[config.mk]
export PLATFORM = sky130hd
export DESIGN_NAME = fix14_to_ulaw_enc
export DESIGN_NICKNAME = d
export VERILOG_FILES = /design/src/rtl/ulaw_pkg.sv /design/src/rtl/ulaw_chord_find.sv /design/src/rtl/fix14_to_ulaw_enc.sv
export SDC_FILE = /design/constraint.sdc
export NUM_CORES = 1
export LEC_CHECK = 0
export ABC_AREA = 1
export CAP_MARGIN = 20
export CORE_MARGIN = 2
export CORE_UTILIZATION = 35
export CTS_CLUSTER_DIAMETER = 100
export DETAILED_ROUTE_END_ITERATION = 8
export HOLD_SLACK_MARGIN = 0.12
export PLACE_DENSITY = 0.53
export SETUP_SLACK_MARGIN = 0.05
export SLEW_MARGIN = 20
export SYNTH_ARGS = -nofsm -noshare
export SYNTH_HDL_FRONTEND = slang
export SYNTH_HIERARCHICAL = 1
export SYNTH_SLANG_ARGS = --single-unit
[constraint.sdc]
create_clock -name clk -period 5.8 [get_ports clk]
set_input_delay 0.87 -clock clk [delete_from_list [all_inputs] [get_ports clk]]
set_output_delay 0.87 -clock clk [all_outputs]
set_load 0.05 [all_outputs]
[src/rtl/ulaw_pkg.sv]
// Shared constants and code layout for the fix14 -> mu-law encoder.
`timescale 1ns/1ps
package ulaw_pkg;

  localparam int FIX14_W      = 14;
  localparam int ULAW_W       = 8;
  localparam int BIASED_W     = 13;
  localparam int ULAW_BIAS    = 33;
  localparam int ULAW_MAG_MAX = 8158;

  typedef struct packed {
    logic       sign;
    logic [2:0] chord;
    logic [3:0] val;
  } ulaw_code_t;

  // mu-law transmits the bitwise complement of {sign, chord, val}.
  function automatic logic [ULAW_W-1:0] ulaw_pack(input logic       sign,
                                                  input logic [2:0] chord,
                                                  input logic [3:0] val);
    ulaw_code_t code;
    code.sign  = sign;
    code.chord = chord;
    code.val   = val;
    return ~code;
  endfunction

endpackage

[src/rtl/ulaw_chord_find.sv]
// Segment (chord) and 4-bit mantissa extraction from a biased 13-bit magnitude.
`timescale 1ns/1ps
module ulaw_chord_find
  import ulaw_pkg::*;
(
  input  logic [BIASED_W-1:0] i_biased,
  output logic [2:0]          o_chord,
  output logic [3:0]          o_val
);

  // Bit 0 sits below the finest quantization step and never reaches the code.
  logic w_unused_lsb;
  assign w_unused_lsb = i_biased[0];

  // Bias guarantees bit 5 is set, so the search only spans bits 5..12.
  always_comb begin
    o_chord = '0;
    for (int i = 5; i < BIASED_W; i++) begin
      if (i_biased[i]) o_chord = 3'(i - 5);
    end
    o_val = i_biased[{1'b0, o_chord} + 4'd1 +: 4];
  end

endmodule

[src/rtl/fix14_to_ulaw_enc.sv]
// Two-stage valid/ready pipeline converting signed fix14 samples to mu-law codes,
// with a saturating count of clipped samples delivered downstream.
`timescale 1ns/1ps
module fix14_to_ulaw_enc
  import ulaw_pkg::*;
#(
  parameter int SAT_CNT_W = 16
) (
  input  logic                 clk,
  input  logic                 rst,
  input  logic                 in_valid,
  output logic                 in_ready,
  input  logic [FIX14_W-1:0]   in_data,
  output logic                 out_valid,
  input  logic                 out_ready,
  output logic [ULAW_W-1:0]    out_data,
  output logic                 out_sat,
  input  logic                 sat_clr,
  output logic [SAT_CNT_W-1:0] sat_count
);

  logic                 r_s1_valid;
  logic                 r_s1_sign;
  logic                 r_s1_sat;
  logic [BIASED_W-1:0]  r_s1_biased;
  logic                 r_s2_valid;
  logic [ULAW_W-1:0]    r_out_data;
  logic                 r_out_sat;
  logic [SAT_CNT_W-1:0] r_sat_count;

  logic                 w_s2_adv;
  logic                 w_s1_adv;
  logic [FIX14_W:0]     w_ext;
  logic [FIX14_W:0]     w_mag;
  logic                 w_sat;
  logic [BIASED_W-1:0]  w_clip;
  logic [BIASED_W-1:0]  w_biased;
  logic [2:0]           w_chord;
  logic [3:0]           w_val;
  logic                 w_sat_inc;

  assign w_s2_adv = !r_s2_valid || out_ready;
  assign w_s1_adv = !r_s1_valid || w_s2_adv;
  assign in_ready = w_s1_adv;

  // 15-bit magnitude so that -8192 negates to +8192 before clipping.
  assign w_ext    = {in_data[FIX14_W-1], in_data};
  assign w_mag    = in_data[FIX14_W-1] ? ((FIX14_W+1)'(0) - w_ext) : w_ext;
  assign w_sat    = w_mag > (FIX14_W+1)'(ULAW_MAG_MAX);
  assign w_clip   = w_sat ? BIASED_W'(ULAW_MAG_MAX) : w_mag[BIASED_W-1:0];
  assign w_biased = w_clip + BIASED_W'(ULAW_BIAS);

  // NOTE: state registers use non-blocking assignments so every stage samples
  // the pre-edge value of its neighbour; blocking here would collapse stages.
  always_ff @(posedge clk or posedge rst) begin
    if (rst) begin
      r_s1_valid  <= 1'b0;
      r_s1_sign   <= 1'b0;
      r_s1_sat    <= 1'b0;
      r_s1_biased <= '0;
    end else if (w_s1_adv) begin
      r_s1_valid <= in_valid;
      if (in_valid) begin
        r_s1_sign   <= in_data[FIX14_W-1];
        r_s1_sat    <= w_sat;
        r_s1_biased <= w_biased;
      end
    end
  end

  ulaw_chord_find u_chord_find (
    .i_biased (r_s1_biased),
    .o_chord  (w_chord),
    .o_val    (w_val)
  );

  // Output register idles at 0xFF, the code for a zero sample.
  always_ff @(posedge clk or posedge rst) begin
    if (rst) begin
      r_s2_valid <= 1'b0;
      r_out_data <= '1;
      r_out_sat  <= 1'b0;
    end else if (w_s2_adv) begin
      r_s2_valid <= r_s1_valid;
      if (r_s1_valid) begin
        r_out_data <= ulaw_pack(r_s1_sign, w_chord, w_val);
        r_out_sat  <= r_s1_sat;
      end
    end
  end

  assign w_sat_inc = r_s2_valid && out_ready && r_out_sat;

  // Clear takes priority over a coincident increment; the count sticks at all-ones.
  always_ff @(posedge clk or posedge rst) begin
    if (rst) begin
      r_sat_count <= '0;
    end else if (sat_clr) begin
      r_sat_count <= '0;
    end else if (w_sat_inc && (r_sat_count != '1)) begin
      r_sat_count <= r_sat_count + 1'b1;
    end
  end

  assign out_valid = r_s2_valid;
  assign out_data  = r_out_data;
  assign out_sat   = r_out_sat;
  assign sat_count = r_sat_count;

endmodule

==> CHANGELOG.md <==
### Implementation results

* Post-placement setup slack at between 1.5 and 2 ns
* Result of the run: finished, final reports clean
* Buffers, non-clock at roughly 46
* Core Density at Floorplan at approximately 36%
* Clock network area share at ~3.1%
* Total clock buffers created by CTS at 5
* Share of post-route cells with drive strength above 1 at between 10% and 20%
* Clock network power at ~240 uW
* Max FO, Critical Path at 22
* CP Capture Point: r_s1_biased[10]
* End of the worst hold path: out_data[7]
* Top-Level Pins at between 40 and 50
* Launch instance of the worst min-delay path: r_s1_sign
* Psw at 383 uW
* Combinational cell power at 387 uW
* Total nets after synthesis at 491
* Sequential cell area at between 0.001 and 0.0015 mm^2
* Hold buffer count at CTS at 0
* Buffers inserted by post-CTS timing repair at 0
* Average instance area after synthesis at 6.55 um^2
* Number of buffers on the longest clock path at 2
* Inverter count of the layout excluding clock inverters at approximately 70
* Setup repair after global routing missed its margin: no
* Buffering stage count on the worst path with inverters included at 2
* Hold Violations, Final at 0
* Path depth of the worst reg2reg path at 13
* Cell Pwr Density at 268 mW/mm^2
* Slew of the pin with the lowest slew margin at around 0.74 ns
* Minimum period implied by the final worst setup slack at about 3.5 ns
* Clock buffers at 7
routing by layer:
metal	GRT usage (%)	wire length, um	up-vias	part of all wire (%)
met5	0	0	-	0
met4	5.02	124	0	1.7
met3	2.81	280	10	3.9
met2	26.3	3240	58	45
met1	21.0	3580	1309	50
li1	-	-	1578	-
sequential cells by signal (all words and copies together), names as in the netlist:
signal       cells
r_s1_valid       1
out_data         8
r_s1_sat         1
sat_count       16
out_valid        1
r_s1_biased     12
out_sat          1
r_s1_sign        1
stage by stage:
stage	power (uW)	instance area, um^2	utilization (%)
floorplan	666	3070	-
global placement	766	3600	41.9
detailed placement	768	3600	41.9
CTS	1010	3710	43.2
global route	1070	3710	43.2
finish	996	3710	43.2
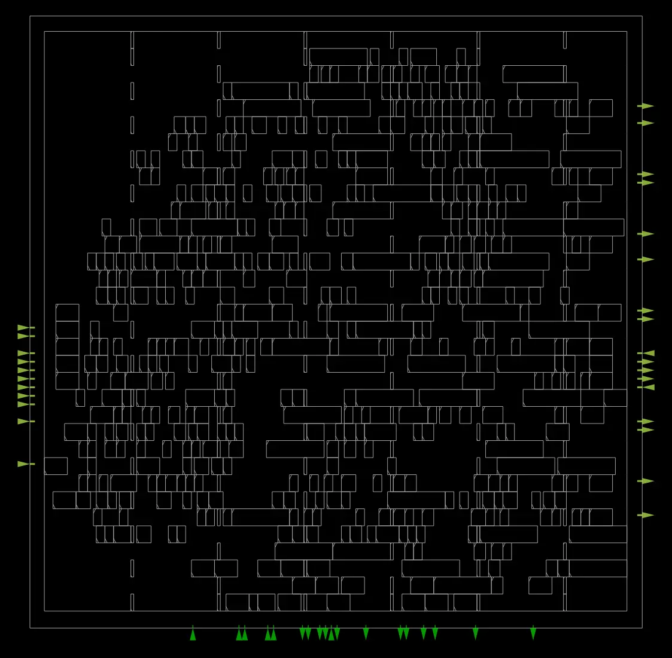
Figure 1: cell outlines without signal wires.
number of placement rows: 34
flop share of the area: 27.9%
non-filler cells, final: 622
number of fillers in the final layout: 934

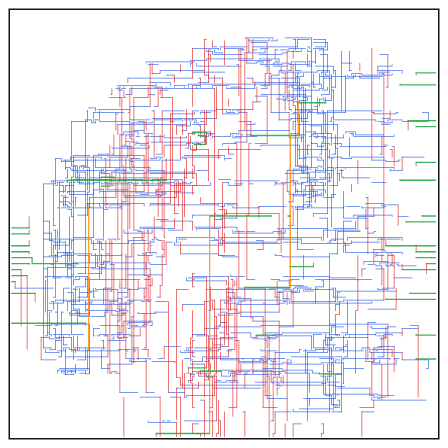
Figure 2: signal wires by layer.
[green] M3 | wire length: 280 um
[red] M2 | wire length: 3240 um
[orange] M4 | wire length: 124 um
[blue] M1 | wire length: 3580 um

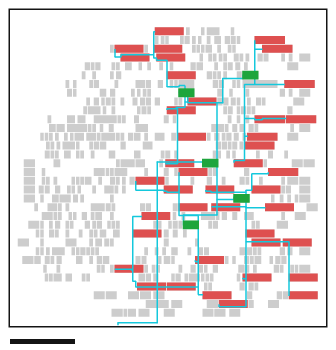
Figure 3: clock network drawn from the DEF.
The bar under the picture is 20 um long.
[red] flip-flops | count: 41
[cyan] clock wires | length: 546 um
[green] clock-net drivers | count: 5
routed clock nets: 6
clock network fraction of total power: 23.8%
worst clock skew: 0.00929 ns
Skew-Pair Late Insertion Delay: 0.29 ns

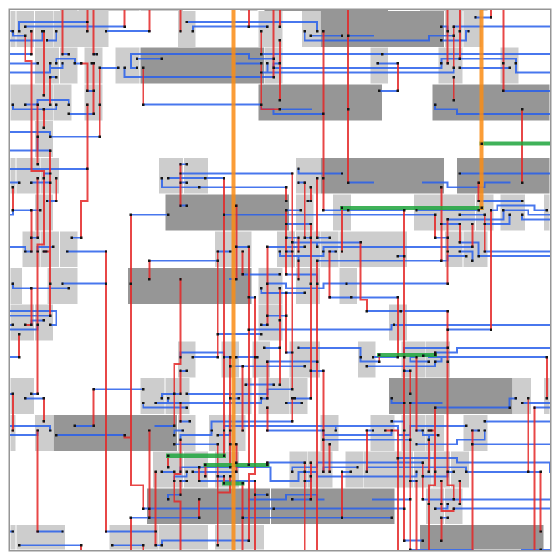
Figure 4: zoomed window.
Window x 29 to 69, y 9 to 49 um. Cells in grey, sequential cells in the stronger grey; small squares are vias.
[orange] M4
[red] M2
[blue] M1
[green] M3
sequential cells in the window: 13
most frequent: nand2_1 (24), inv_1 (16), dfrtp_1 (13)
netlist names of flops here include: `sat_count` (9), `r_s1_biased` (2)
cells with their middle in the window: 101

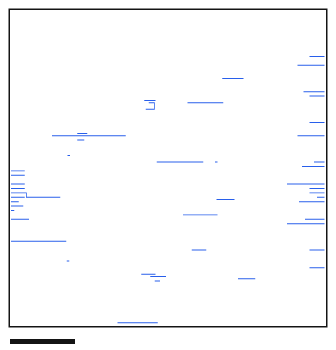
Figure 5: met3 routing.
The bar under the picture is 20 um long.
nets with wire on the layer: 41
main direction: horizontal

Power and IR drop assume default switching activity.
